clk_routes.png
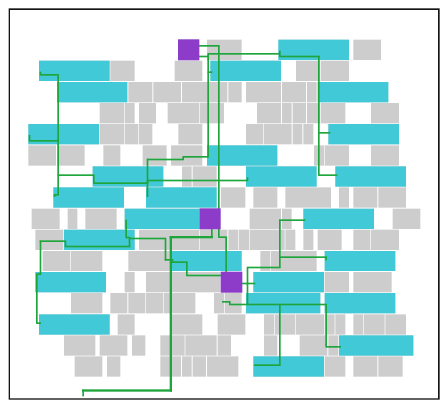
wires.png
Bar = 20 µm.
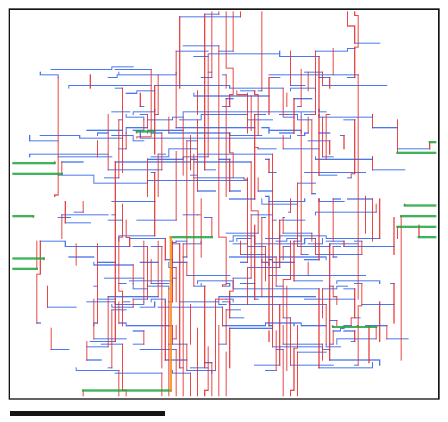
File: config.mk
export PLATFORM = sky130hd
export DESIGN_NAME = uc_multicycle
export DESIGN_NICKNAME = d
export VERILOG_FILES = /design/src/rtl/microc_pkg.sv /design/src/rtl/uc_decode.sv /design/src/rtl/uc_multicycle.sv
export SDC_FILE = /design/constraint.sdc
export NUM_CORES = 1
export LEC_CHECK = 0
export CORE_ASPECT_RATIO = 0.9
export CORE_MARGIN = 2
export CORE_UTILIZATION = 49
export DETAILED_ROUTE_END_ITERATION = 6
export GPL_TIMING_DRIVEN = 0
export MAX_ROUTING_LAYER = met4
export PLACE_DENSITY = 0.83
export SYNTH_ARGS = -nofsm -noshare
export SYNTH_HDL_FRONTEND = slang
export SYNTH_SLANG_ARGS = --single-unit
File: constraint.sdc
create_clock -name clk -period 1.9 [get_ports clk]
set_input_delay 0.38 -clock clk [delete_from_list [all_inputs] [get_ports clk]]
set_output_delay 0.38 -clock clk [all_outputs]
set_load 0.03 [all_outputs]
File: src/rtl/microc_pkg.sv
// Shared constants for the multicycle microcontroller control unit:
// FSM state encoding, special opcodes and the control-word layout.
package microc_pkg;

   typedef enum logic [1:0] {
      S_IDLE  = 2'd0,
      S_FETCH = 2'd1,
      S_EXEC  = 2'd2,
      S_HALT  = 2'd3
   } state_t;

   localparam logic [5:0] OP_LI   = 6'b100000;
   localparam logic [5:0] OP_J    = 6'b101000;
   localparam logic [5:0] OP_JZ   = 6'b101001;
   localparam logic [5:0] OP_JNZ  = 6'b101010;
   localparam logic [5:0] OP_HALT = 6'b111111;

   typedef struct packed {
      logic       s_inc;
      logic       s_inm;
      logic       we;
      logic       wez;
      logic [2:0] alu_op;
      logic       pc_en;
   } ctrl_t;

   // Quiescent controls: PC+1 selected but not loaded, no writes.
   localparam ctrl_t CTRL_IDLE = '{s_inc: 1'b1, s_inm: 1'b0, we: 1'b0, wez: 1'b0,
                                   alu_op: 3'b000, pc_en: 1'b0};

endpackage

File: src/rtl/uc_decode.sv
// Combinational decoder: latched IR plus live zero flag to datapath controls.
// Outside EXEC it emits the quiescent control word.
module uc_decode
   import microc_pkg::*;
(
   input  logic       exec,
   input  logic [5:0] ir,
   input  logic       zero,
   output ctrl_t      ctrl
);

   always_comb begin
      ctrl = CTRL_IDLE;
      if (exec) begin
         ctrl.pc_en = 1'b1;
         if (!ir[5]) begin
            ctrl.alu_op = ir[4:2];
            ctrl.we     = 1'b1;
            ctrl.wez    = 1'b1;
         end else begin
            case (ir)
               OP_LI: begin
                  ctrl.s_inm = 1'b1;
                  ctrl.we    = 1'b1;
               end
               OP_J:    ctrl.s_inc = 1'b0;
               OP_JZ:   ctrl.s_inc = ~zero;
               OP_JNZ:  ctrl.s_inc = zero;
               OP_HALT: ctrl.pc_en = 1'b0;
               default: ;
            endcase
         end
      end
   end

endmodule

File: src/rtl/uc_multicycle.sv
// Two-cycle (FETCH/EXEC) control unit with a halt state and a wrapping
// retired-instruction counter; controls are decoded from the latched IR.
module uc_multicycle
   import microc_pkg::*;
(
   input  logic        clk,
   input  logic        reset,
   input  logic        start,
   input  logic [5:0]  Opcode,
   input  logic        zero,
   output logic        s_inc,
   output logic        s_inm,
   output logic        we,
   output logic        wez,
   output logic [2:0]  AluOP,
   output logic        pc_en,
   output logic        halted,
   output logic [15:0] icount
);

   state_t      state;
   logic [5:0]  ir;
   logic [15:0] cnt;
   ctrl_t       ctrl;

   always_ff @(posedge clk or posedge reset) begin
      if (reset) begin
         state  <= S_IDLE;
         ir     <= 6'b000000;
         cnt    <= 16'h0000;
         halted <= 1'b0;
      end else begin
         case (state)
            S_IDLE: if (start) state <= S_FETCH;
            S_FETCH: begin
               ir    <= Opcode;
               state <= S_EXEC;
            end
            S_EXEC: begin
               cnt <= cnt + 16'd1;
               if (ir == OP_HALT) begin
                  state  <= S_HALT;
                  halted <= 1'b1;
               end else begin
                  state <= S_FETCH;
               end
            end
            S_HALT:  state <= S_HALT;
            default: state <= S_IDLE;
         endcase
      end
   end

   // Controls are combinational on state so reset forces them immediately.
   uc_decode u_decode (
      .exec (state == S_EXEC),
      .ir   (ir),
      .zero (zero),
      .ctrl (ctrl)
   );

   assign s_inc  = ctrl.s_inc;
   assign s_inm  = ctrl.s_inm;
   assign we     = ctrl.we;
   assign wez    = ctrl.wez;
   assign AluOP  = ctrl.alu_op;
   assign pc_en  = ctrl.pc_en;
   assign icount = cnt;

endmodule

==> commit_impl_results.txt <==
Refresh implementation metrics

- The run finished, with violations left.
- Violated checks: negative setup slack
- The layout report gives the register share of total cell area as 0.394.
- The repair_antennas step left the layout with diodes totalling 0.
* Combinational gates: 70
- Count of clock tree sinks: 25
- Final setup skew: 3.33 ps
* Compound-Gate Fraction of Synth Area: 0.0141
- Detailed-routing iteration count for the pre-antenna-repair pass: 4
- The layout has 4 clock buffers.
* Clock Tree Root: sky130_fd_sc_hd__clkbuf_4
- CP Capture Point: s_inc
- The analysis reports a worst IR drop on VDD of 0.000824 V.
* Port buffer count: 34
- Yosys synthesis chip area: 1150 µm²
- Number of vias after detailed routing: 845
* Cell row count: 16
* Netlist area before placement: 1150 µm²
- Die area: 2760 µm²
- Endpoints with negative setup slack in the final report add up to 2.
- Worst-margin pin slew: 909 ps
* Main combinational cell family by area after synthesis: simple AND/OR/NAND/NOR gates
* Cell count after synthesis: 98
* Critical path required time: 1520 ps
* Classification of the worst setup path: reg2out
- Proportion of layout cells with a drive suffix above 1: 0.273
- The final layout report lists a non-clock inverter count of 3.
- Final Instance Count excl. Fillers: 166
* Worst path setup slack after routing: -71.4 ps
* Delay contributed by the slowest stage of the critical path: 410 ps
- For this design the total switching power over the nets is 0.616 mW.
- For this sky-water flow run, the detailed-routed wirelength per cell is reported as 13.8 µm.
- Number of non-clock buffers in the layout: 37
* Fraction of post-synthesis cell area in the top cell type by area: 0.543
- Highest metal layer used by the detailed router: met4
- Registers take 629 µm².
- Type of the most critical hold path: reg2reg
- Number of nets in the finished design: 151
- With fillers left out, the area of the finished cells amounts to 1600 µm².
* Top contributor to total power: registers
- Clock tree from TritonCTS: done
- Per-cell via count in the routed design: 5.09
* Met2 Track Usage GR: 0.304
* Most used DFF post-synth: sky130_fd_sc_hd__dfrtp_1
- Post-synth ARST share: 1.00
- Yosys mapped the design onto 23 distinct sky130hd cell types.
- The global router reports that the layer with the highest usage is met2.
* GR met1 Demand/Resource: 0.260
* Largest delay contributor family on the critical path: simple AND/OR/NAND/NOR gates
- Hold-check failures listed in the final report amount to 0.
- Number of enable-type register cells in the synthesized netlist: 0
- During synthesis, Yosys emitted a total of 0 warnings.
- Htree depth: 1
* Power in combinational cells: 0.566 mW
- The launch point of the worst register-to-register path is recorded as state[1].
- Main area contributors after synthesis: sky130_fd_sc_hd__dfrtp_1 (54%), sky130_fd_sc_hd__xnor2_1 (9.9%), sky130_fd_sc_hd__mux2_2 (6.8%)
- Total area of multi-input combinational cells: 558 µm²
* FA/HA/MAJ Cells, Area Fraction: 0.0109
- In the final routing, the length of wire on met1 measures 1020 µm.
- In this run, the synthesized area fraction spent on xor and xnor cells is recorded as 0.121.
- Iteration-0 DRC count of the detailed router: 15
* DRC errors left: 0
- Total power for the finished layout comes to 1.64 mW.
* Total placed instance area: 1540 µm²
- MUX area fraction: 0.0684
- Number of placed cells counting well taps: 159
* Vertical die dimension: 50.0 µm
- In this run the maximum-capacitance check reported violations numbering 0.
- The register with the most flip-flops in the layout has 16 of them.
- Per STA, the worst path is made up of and2b_2 > nand3_4 > or3_4 > buf_6.
- Critical hold path startpoint: halted
Notes on clk_routes.png above:
Key: green = clock wires [length 294 µm]; purple = clock drivers [count 3]; cyan = flip-flops [count 25]
Position of the flops: all over the die. There are 4 routed clock nets.

Notes on wires.png above:
Key: orange = metal 4 [wire length 19.7 µm]; blue = metal 1 [wire length 1,020 µm]; red = metal 2 [wire length 1,190 µm]; green = metal 3 [wire length 66.0 µm]

Power is estimated from default activity; no workload was simulated.
